File: config.mk
export PLATFORM = sky130hd
export DESIGN_NAME = rv_reg_slice
export DESIGN_NICKNAME = d
export VERILOG_FILES = /design/src/rtl/rv_reg_slice.sv
export SDC_FILE = /design/constraint.sdc
export NUM_CORES = 1
export LEC_CHECK = 0
export CORE_AREA = 5 5 42 44
export CTS_CLUSTER_DIAMETER = 150
export DETAILED_ROUTE_END_ITERATION = 16
export DIE_AREA = 0 0 47 49
export SLEW_MARGIN = 25
export SYNTH_ARGS = -nofsm -noshare
export SYNTH_HDL_FRONTEND = slang
export SYNTH_SLANG_ARGS = --single-unit
File: constraint.sdc
create_clock -name clk -period 1.75 [get_ports clk]
set_input_delay 0.4375 -clock clk [delete_from_list [all_inputs] [get_ports clk]]
set_output_delay 0.4375 -clock clk [all_outputs]
set_load 0.005 [all_outputs]
File: src/rtl/rv_reg_slice.sv
// rtl/rv_reg_slice.sv - valid/ready register slice with bypass, forward, skid and full variants
module rv_reg_slice #(
  parameter int WD   = 4,
  parameter int MODE = 2
) (
  input  logic          clk,
  input  logic          rst,
  input  logic          s_valid,
  output logic          s_ready,
  input  logic [WD-1:0] s_data,
  output logic          m_valid,
  input  logic          m_ready,
  output logic [WD-1:0] m_data,
  output logic [1:0]    occ
);

  generate
    if (MODE == 0) begin : g_bypass
      assign m_valid = s_valid;
      assign m_data  = s_data;
      assign s_ready = m_ready;
      assign occ     = 2'd0;
    end else if (MODE == 1) begin : g_forward
      logic          out_v_q;
      logic [WD-1:0] out_data_q;

      assign s_ready = ~out_v_q | m_ready;

      always_ff @(posedge clk) begin
        if (rst) begin
          out_v_q    <= 1'b0;
          out_data_q <= '0;
        end else if (s_valid && s_ready) begin
          out_v_q    <= 1'b1;
          out_data_q <= s_data;
        end else if (m_ready) begin
          out_v_q    <= 1'b0;
        end
      end

      assign m_valid = out_v_q;
      assign m_data  = out_data_q;
      assign occ     = {1'b0, out_v_q};
    end else if (MODE == 2) begin : g_skid
      logic          skid_v_q, skid_v_d;
      logic [WD-1:0] skid_data_q, skid_data_d;
      logic          s_ready_q, s_ready_d;
      logic          load;

      // A beat accepted while downstream stalls is parked so the registered s_ready can lag a cycle.
      assign load = s_valid & s_ready_q & ~m_ready;

      always_comb begin
        skid_v_d    = skid_v_q;
        skid_data_d = skid_data_q;
        if (load) begin
          skid_v_d    = 1'b1;
          skid_data_d = s_data;
        end else if (m_ready && skid_v_q) begin
          skid_v_d    = 1'b0;
        end
        s_ready_d = m_ready | (~skid_v_q & ~load);
      end

      always_ff @(posedge clk) begin
        if (rst) begin
          skid_v_q    <= 1'b0;
          skid_data_q <= '0;
          s_ready_q   <= 1'b1;
        end else begin
          skid_v_q    <= skid_v_d;
          skid_data_q <= skid_data_d;
          s_ready_q   <= s_ready_d;
        end
      end

      assign s_ready = s_ready_q;
      assign m_valid = skid_v_q | s_valid;
      assign m_data  = skid_v_q ? skid_data_q : s_data;
      assign occ     = {1'b0, skid_v_q};
    end else if (MODE == 3) begin : g_full
      logic          main_v_q, main_v_d;
      logic [WD-1:0] main_data_q, main_data_d;
      logic          skid_v_q, skid_v_d;
      logic [WD-1:0] skid_data_q, skid_data_d;
      logic          s_ready_q, s_ready_d;
      logic          accept, drain;

      assign accept = s_valid & s_ready_q;
      assign drain  = main_v_q & m_ready;

      // s_ready is low only when both entries are full, so accept and a pending skid never coincide.
      always_comb begin
        main_v_d    = main_v_q;
        main_data_d = main_data_q;
        skid_v_d    = skid_v_q;
        skid_data_d = skid_data_q;
        if (drain) begin
          if (skid_v_q) begin
            main_data_d = skid_data_q;
            skid_v_d    = 1'b0;
          end else if (accept) begin
            main_data_d = s_data;
          end else begin
            main_v_d    = 1'b0;
          end
        end else if (accept) begin
          if (!main_v_q) begin
            main_v_d    = 1'b1;
            main_data_d = s_data;
          end else begin
            skid_v_d    = 1'b1;
            skid_data_d = s_data;
          end
        end
        s_ready_d = ~(main_v_d & skid_v_d);
      end

      always_ff @(posedge clk) begin
        if (rst) begin
          main_v_q    <= 1'b0;
          main_data_q <= '0;
          skid_v_q    <= 1'b0;
          skid_data_q <= '0;
          s_ready_q   <= 1'b1;
        end else begin
          main_v_q    <= main_v_d;
          main_data_q <= main_data_d;
          skid_v_q    <= skid_v_d;
          skid_data_q <= skid_data_d;
          s_ready_q   <= s_ready_d;
        end
      end

      assign s_ready = s_ready_q;
      assign m_valid = main_v_q;
      assign m_data  = main_data_q;
      assign occ     = {1'b0, main_v_q} + {1'b0, skid_v_q};
    end else begin : g_bad_mode
      $error("rv_reg_slice: MODE must be 0, 1, 2 or 3");
    end
  endgenerate

endmodule

==> changes_impl.md, run 1 <==
### Metrics

- Run status: complete, no violations
- Worst Path Buf+Inv: 2
- Period utilisation layout: 96.3%
- Clock insertion delay at the later pin of the skew report: 0.25 ns
- Worst hold path depth: 2
- Num Clock Sinks: 6
- Instance area at placement: between 400 and 500 µm²
- GRT Util Overall: 6.70%
- Gpl congestion: around 0.64
- Highest clock frequency the design can meet: 593 MHz
- Number of port buffers: 14
- Layout area overhead: 49.0%
- Total CTS buffers: 3
- CP max FO: 6
- Data required time at the worst endpoint: 1.31 ns
- Hold path startpoint: g_skid.skid_data_q[1]
- Effective utilization at floorplan: between 20% and 30%
- Length in cells of the worst reg-to-reg path: 2
- Seq/Total Area, Yosys: 37.9%
- Synth cell types: 12
- # DRC: 0
- Worst flop-to-flop path startpoint: s_ready
- Routed wire per std cell: 10.4 µm
- # rows: 14
- Fraction of layout instances using a drive strength above 1: about a third
- Detailed-placement wirelength estimate: 502 µm
- Arrival time at the worst endpoint: 1.25 ns
- Number of routed nets with antenna violations: 0
- Vias per Instance: ~4.5
- Nets: 57
- Post-synthesis cell type with the largest combined area: dfxtp_1
- Top-level port count: 16
- Number of buffers on the longest clock path: 2
- Final non-filler cell total: 63
- Setup repair after global routing missed its margin: false
- Routing usage on met1: under 10%
- Cell at the root of the clock tree: clkbuf_4
- Period minus WS final: 1.69 ns
- First-pass DRT Iterations: 3
- Syn_area_per_cell: 10.2 µm²
- Peak supply drop: 0.386 mV
- Leakage: 0.196 nW
- Core footprint: 0.00140 mm²
- Flops & latches, synth: 6
- CP endpoint kind: output pin
- # setup viols final: 0
- Grt peak-use layer: met2
- Final number of hold-violating endpoints: 0
- Total tool warning count: 26
- Min-Delay Endpoint: g_skid.skid_data_q[1]
- Number of standard cells reported by yosys: 31
- Congestion Overflow GR: 0
- Synthesized netlist cell count: 31
- Largest incremental delay on the critical path: 0.48 ns
- Cell family with most CP delay: buffers and inverters
- Antenna violations before repair: 0
- CTS tree: yes
- # H-tree levels: 1
- Startpoint kind of the worst setup timing path: flip-flop
- Number of DRC markers in iteration 0: 2
- Post-synth area from yosys stat: 317 µm²
- Post-CTS repair timing setup buffer count: 0
- Die span in x: 47 µm
- Cell with the largest stage delay on the worst path: clkdlybuf4s50_1
- Post-route cell area: 472 µm²
- Hold Slack: roughly 0.47 ns
- Filler Cells Inserted: ~170
- Number of maximum-capacitance constraint violations: 0
- Wire length of the first global-routing pass: 1060 µm
- Count of warnings emitted by yosys: 0
- Setup slack of the worst register-to-register path: 0.82 ns
- Critical register-to-register path endpoint: g_skid.skid_data_q[2]
- CTS clock-pin slew for the worst setup and hold paths: 0.05 ns
- Power density normalized to cell area: about 730 mW/mm²
- ANT cells: 0
- Final core utilization: 33.7%
- Syn_nets: 39
- Total count of max-transition violations in the final report: 0
- Pin count of the biggest net entering global routing: 11
- Via count of the first global-routing pass: about 250
- Height of the die: 49 µm
- Synth area leaders: dfxtp_1 (38%), nand2b_1 (16%), mux2_2 (14%)
- Netlist Area Pre-Place: 317 µm²
- Number of placed instances with taps included: approximately 60
- Hold/Removal Path Class: flip-flop to flip-flop
- Area leader share: 37.9%
- Die area: 0.00230 mm²
- Clock skew after layout: 0.00533 ns
- Cell chain of the critical path: buf_4, clkdlybuf4s50_1
- Type of the worst setup path: flip-flop to output pin
-- run 1: worst max-delay path by stage --
stage                               start   endpoint  slack [ns]  depth (start not counted)
after floorplan           g_skid.skid_v_q  m_data[0]        0.55                          1
after global placement          s_data[1]  m_data[1]       -0.25                          3
after detailed placement        s_data[2]  m_data[2]       -0.26                          3
after CTS                 g_skid.skid_v_q     occ[0]        0.04                          2
after global routing      g_skid.skid_v_q     occ[0]        0.01                          2
final                     g_skid.skid_v_q     occ[0]        0.06                          2
-- run 1: layout by cell type (no fill, tap or decap), drive strengths merged --
master | synthesis | layout
buf | 3 | 5
clkbuf | 0 | 3
mux2 | 4 | 4
or2 | 1 | 1
dlygate4sd2 | 0 | 3
or3 | 1 | 1
clkdlybuf4s15 | 0 | 1
clkdlybuf4s50 | 0 | 7
a21oi | 1 | 1
mux2i | 4 | 4
and3b | 1 | 1
nand2b | 8 | 8
dfxtp | 6 | 6
nor3 | 1 | 1
conb | 1 | 1
-- run 1: synth_stat cells, drive strengths merged --
cell / number
a21oi: 1
and3b: 1
buf: 3
conb: 1
dfxtp: 6
mux2: 4
mux2i: 4
nand2b: 8
nor3: 1
or2: 1
or3: 1
-- run 1: cells by family (layout without fill, tap and decap cells) --
family	count (synthesis)	after routing	synth area share (%)
other	1	1	1.18
multiplexers	8	8	26.9
AND-OR/OR-AND	1	1	1.58
AND/OR/NAND/NOR	12	12	24.1
flip-flops	6	6	37.9
buffers and inverters	3	19	8.30
-- run 1: area by class of cell --
cell class              instances  area [µm²]  share of cell area, %
well taps                      16        20.0                   4.24
clock buffers                   3        22.5                   4.77
multi-input cells              22         170                   36.1
flip-flops and latches          6         121                   25.7
repair buffers                 16         138                   29.2
-- run 1: power by group --
part / switching, W / internal (W)
registers: 0.00000529 / 0.000144
clock network: 0.0000527 / 0.0000778
logic: 0.0000200 / 0.0000424
-- run 1: tightest hold or removal path, stage by stage, from the launching register on --
cell,delay (ns)
dfxtp_1,0.30
nand2b_1,0.06
mux2i_1,0.05
-- run 1: through the flow --
stage | worst slack, ns | total power (W) | setup TNS [ns]
after floorplan | 0.551 | 0.000183 | 0
after global placement | -0.250 | 0.000223 | -1.22
after detailed placement | -0.260 | 0.000224 | -1.26
after CTS | 0.0385 | 0.000349 | 0
after global routing | 0.0147 | 0.000365 | 0
final | 0.0646 | 0.000342 | 0
-- run 1: registers in the layout, summed over array words and instances, names as in the netlist --
name / flops
g_skid.skid_data_q: 4
s_ready: 1
g_skid.skid_v_q: 1
-- run 1: per-layer routing --
layer	part of all wire [%]	vias to the layer above
li1	-	134
met1	34	134
met2	51	12
met3	12	4
met4	3.5	0
met5	0	-
-- run 1: repair_timing --
item	CTS	global route
gates resized	19	0
setup endpoints to repair	6	0
hold buffers	0	0
**Run 1: M1 wires**

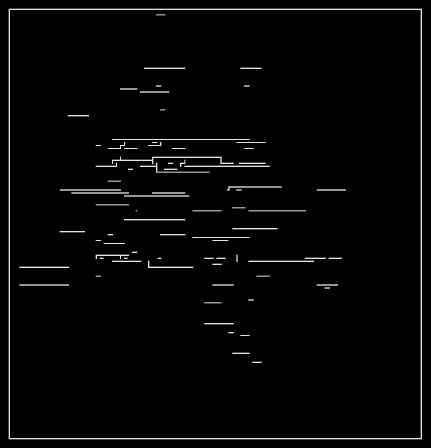
45 nets have wire on it. The layer holds 34% of the routed length. The layer carries 223 µm of wire.

**Run 1: metal 2**

Bar = 10 µm.
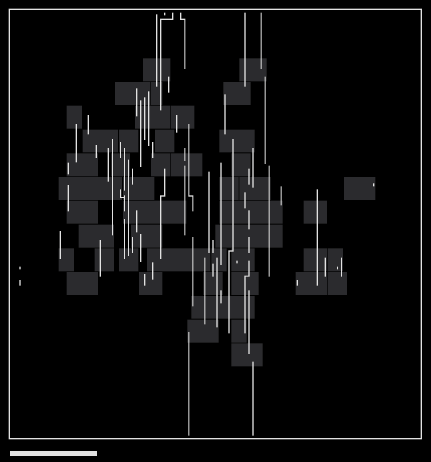
The longest straight run is 12.8 µm. The layer holds 51% of the routed length. The wires run mostly vertical. The layer carries 333 µm of wire.
global routing usage on met2: 9.28%
number of vias in the routed layout: 284
final wirelength: 655 µm

**Run 1: met3 routing**

Bar = 10 µm.
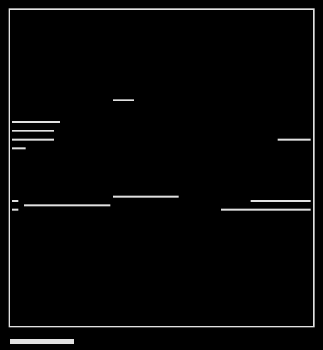
10 nets have wire on it. The wires run mostly horizontal. The layer holds 12% of the routed length. The longest straight run is 13.6 µm.
met3 layer usage reported by global route: 4.06%

**Run 1: a small window of the routed layout**

Bar = 5 µm. Window x 2 to 22, y 27 to 47 µm. Cells in grey, sequential cells in the stronger grey; small squares are vias.
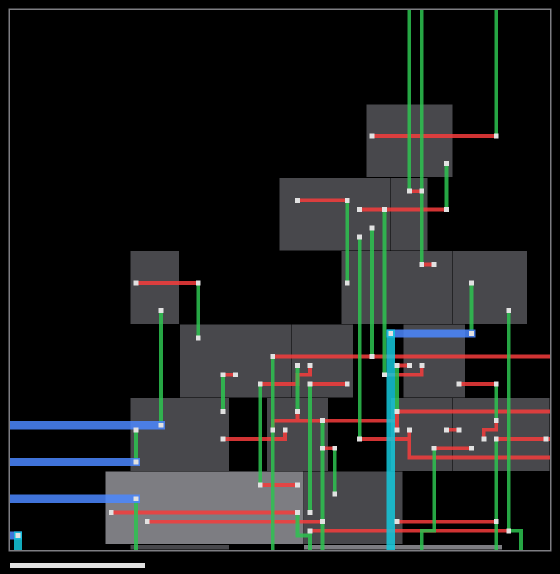
Green marks M2. Blue marks M3. Red marks M1. Cyan marks M4.
Sequential cells in the window: 1. Netlist names of flops here include `g_skid.skid_data_q` (1). 15 logic cells have their middle in the window. Most frequent: nand2b_1 (4), mux2_2 (2), mux2i_1 (2).

==> run 1 -> run 2 <==
- SLEW_MARGIN: 25 -> default
**Run 2: a small window of the routed layout**

Bar = 5 µm. Window x 2 to 22, y 27 to 47 µm. Cells in grey, sequential cells in the stronger grey; small squares are vias.
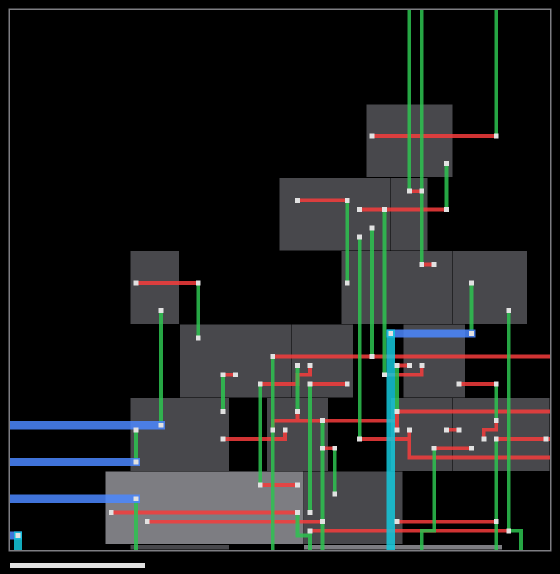
Red marks M1. Cyan marks M4. Blue marks M3. Green marks M2.
Netlist names of flops here include `g_skid.skid_data_q` (1). Most frequent: nand2b_1 (4), mux2_2 (2), mux2i_1 (2). 15 logic cells have their middle in the window. Sequential cells in the window: 1.

**Run 2: M1 wires**

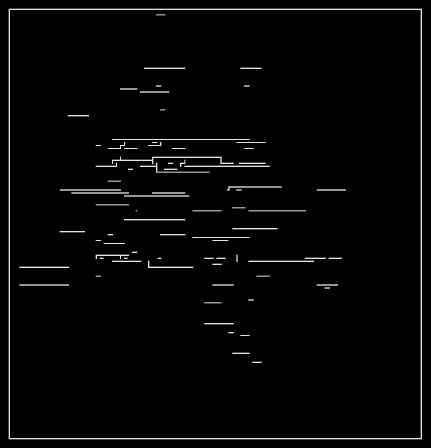
The longest straight run is 15.6 µm. The wires run mostly horizontal. 45 nets have wire on it. The layer holds 34% of the routed length.

==> changes_impl.md, run 2 <==
### Metrics

- Arrival time at the worst endpoint: 1.25 ns (about the same)
- Area leader share: 37.9% (unchanged)
- Most used cells in the layout excluding fill and tap cells: nand2b_1 (8), clkdlybuf4s50_1 (7), dfxtp_1 (5), mux2_2 (4), mux2i_1 (4)
- Number of buffers on the longest clock path: 2 (unchanged)
- Combined flip-flop and latch cell area: 121 µm² (unchanged)
- Final core utilization: 33.7% (unchanged)
- Data required time at the worst endpoint: 1.31 ns (about the same)
- Post-CTS Hold Fix Bufs: 0 (unchanged)
- Logic area: 170 µm² (unchanged)
- Asr flop ratio synth: 0% (unchanged)
- Syn_nets: 39 (unchanged)
- Total CTS buffers: 3 (unchanged)
- Antenna violations before repair: 0 (unchanged)
- Total tool warning count: 26 (unchanged)
- Routed wire per std cell: 10.4 µm (unchanged)
- Netlist Area Pre-Place: 317 µm² (unchanged)
- Post-CTS repair timing setup buffer count: 0 (unchanged)
- CTS tree: yes
- Flops & latches, synth: 6 (unchanged)
- Setup slack of the worst register-to-register path: 0.82 ns (about the same)
- Post-synth area from yosys stat: 317 µm² (unchanged)
- CP endpoint kind: output pin
- Number of synthesized flops with an enable pin: 0 (unchanged)
- Via count of the first global-routing pass: 254 (unchanged)
- Run status: complete, no violations
- Commonest cells in the netlist: nand2b_1 (8), dfxtp_1 (6), mux2_2 (4), mux2i_1 (4), buf_4 (2)
- XOR-XNOR Cells, Area Fraction: 0% (unchanged)
- Number of routed nets with antenna violations: 0 (unchanged)
- Layout area overhead: 49.0% (unchanged)
- Smallest setup slack after layout: 0.0646 ns (unchanged)
- Final number of hold-violating endpoints: 0 (unchanged)
- Nets: 57 (unchanged)
- Die area: 0.00230 mm² (unchanged)
- # DRC: 0 (unchanged)
- Num Clock Sinks: 6 (unchanged)
- Number of flip-flops in the largest register: 4 (unchanged)
- Main flop type after synthesis: dfxtp_1
- Hold Slack: 0.466 ns (unchanged)
- Peak supply drop: 0.386 mV (unchanged)
- GRT Util Overall: 6.70% (unchanged)
- Congestion Overflow GR: 0 (unchanged)
- Period minus WS final: 1.69 ns (unchanged)
- Effective utilization at floorplan: 22.6% (unchanged)
- Number of maximum-capacitance constraint violations: 0 (unchanged)
- # rows: 14 (unchanged)
- Power density normalized to cell area: 726 mW/mm² (unchanged)
- Wire length of the first global-routing pass: 1060 µm (unchanged)
- Comb area leader: multiplexers
- Number of port buffers: 14 (unchanged)
- Final wirelength: 655 µm (unchanged)
- Vias per Instance: 4.51 (unchanged)
- Largest Register: g_skid.skid_data_q
- Crit path from: g_skid.skid_v_q
- # setup viols final: 0 (unchanged)
- Synth area leaders: dfxtp_1 (38%), nand2b_1 (16%), mux2_2 (14%)
- Area fraction in full adders, half adders and majority gates: 0% (unchanged)
- Startpoint kind of the worst setup timing path: flip-flop
- Clock insertion delay at the later pin of the skew report: 0.25 ns (about the same)
- Fin Setup TNS: 0 ns (unchanged)
- Complex-gate fraction of the synthesized area: 1.58% (unchanged)
- Highest clock frequency the design can meet: 593 MHz (unchanged)
- Type of the worst setup path: flip-flop to output pin
- Worst slack, placed: -0.260 ns (unchanged)
- Cell at the root of the clock tree: clkbuf_4
- Synthesized netlist cell count: 31 (unchanged)
- Setup repair after global routing missed its margin: false
- Count of warnings emitted by yosys: 0 (unchanged)
- # H-tree levels: 1 (unchanged)
- Post_cts resized: 19 (unchanged)
- Total count of max-transition violations in the final report: 0 (unchanged)
- Number of vias in the routed layout: 284 (unchanged)
- Cell with the most instances after synthesis: nand2b_1
- Fraction of layout instances using a drive strength above 1: 31.9% (unchanged)
- ANT cells: 0 (unchanged)
- Detailed-placement wirelength estimate: 502 µm (unchanged)
- Share of synthesized area spent on multiplexers: 26.9% (unchanged)
- Capture point of the critical path: occ[0]
- Number of DRC markers in iteration 0: 2 (unchanged)
- Length in cells of the worst reg-to-reg path: 2 (unchanged)
- Critical register-to-register path endpoint: g_skid.skid_data_q[2]
- Gpl congestion: 0.643 (unchanged)
- Core footprint: 0.00140 mm² (unchanged)
- Top-level port count: 16 (unchanged)
- First-pass DRT Iterations: 3 (unchanged)
- Seq/Total Area, Yosys: 37.9% (unchanged)
- Leakage: 0.196 nW (unchanged)
- CTS clock-pin slew for the worst setup and hold paths: 0.05 ns (about the same)
- Period utilisation layout: 96.3% (unchanged)
- Tot Pwr: 0.000342 W (unchanged)
- Number of standard cells reported by yosys: 31 (unchanged)
- Height of the die: 49 µm (unchanged)
- Filler Cells Inserted: 173 (unchanged)
- CP max FO: 6 (unchanged)
- Worst flop-to-flop path startpoint: s_ready
- Die span in x: 47 µm (unchanged)
- Post-synthesis cell type with the largest combined area: dfxtp_1
- Simple-gate share of the synthesized area: 24.1% (unchanged)
- Top logic cell by instance count in the layout: nand2b_1
- Pin count of the biggest net entering global routing: 11 (unchanged)
- Syn_area_per_cell: 10.2 µm² (unchanged)
- Hold/Removal Path Class: flip-flop to flip-flop
- Synth cell types: 12 (unchanged)
- Clock skew after layout: 0.00533 ns (unchanged)
**Run 2: metal 2**

Bar = 10 µm.
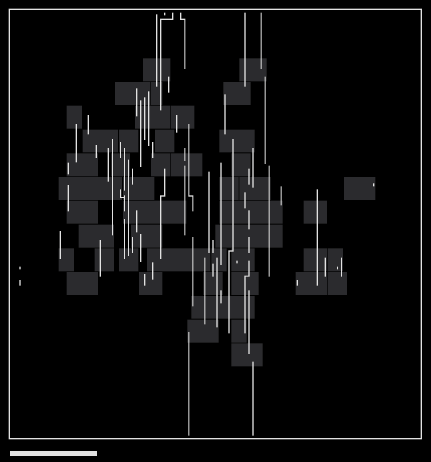
The layer holds 51% of the routed length. The layer carries 333 µm of wire.

[run 2: cell counts in the layout (fill, tap and decap cells not counted)]
Identical to the previous run, type by type.
[run 2: worst min-delay path by stage]
| stage | startpoint | to | slack (ns) | depth (start not counted) |
|---|---|---|---|---|
| 2_1_floorplan | g_skid.skid_data_q[0] | g_skid.skid_data_q[0] | 0.44 | 2 |
| 3_3_place_gp | g_skid.skid_data_q[3] | g_skid.skid_data_q[3] | 0.46 | 2 |
| 3_5_place_dp | g_skid.skid_data_q[1] | g_skid.skid_data_q[1] | 0.47 | 2 |
| 4_1_cts | g_skid.skid_data_q[1] | g_skid.skid_data_q[1] | 0.47 | 2 |
| 5_1_grt | g_skid.skid_data_q[2] | g_skid.skid_data_q[2] | 0.51 | 2 |
| 6_report | g_skid.skid_data_q[1] | g_skid.skid_data_q[1] | 0.47 | 2 |
[run 2: area by class of cell]
| type | count | area share, % |
|---|---|---|
| clock buffer | 3 | 4.77 |
| sequential | 6 | 25.7 |
| tap | 16 | 4.24 |
| timing repair buffer | 16 | 29.2 |
| multi-input combinational | 22 | 36.1 |
[run 2: report_power, final]
| part | internal [W] | switching [W] |
|---|---|---|
| registers | 0.000144 | 0.00000529 |
| logic | 0.0000424 | 0.0000200 |
| clock network | 0.0000778 | 0.0000527 |
| total | 0.000265 | 0.0000779 |
[run 2: kinds of logic after synthesis]
group	after synthesis
DFF	6
buffers and inverters	3
other	1
and+or+nand+nor	12
muxes	8
AOI/OAI and AO/OA	1
[run 2: through the flow]
step           instance area, µm²  std cells
2_1_floorplan                 317         31
3_3_place_gp                  465         60
3_5_place_dp                  465         60
4_1_cts                       472         63
5_1_grt                       472         63
6_report                      472         63
[run 2: worst max-delay path, stage by stage, from the launching register on]
cell and delay [ns]:
dfxtp_2 0.39, buf_4 0.13, clkdlybuf4s50_1 0.48
[run 2: metal layers]
layer  global-route usage, %  vias up  wire length, µm
met2                    9.28       12              332
li1                        -      134                -
met5                       0        -                0
met1                    6.86      134              223
met4                    5.53        0               23
met3                    4.06        4               76
Power and IR drop assume default switching activity.
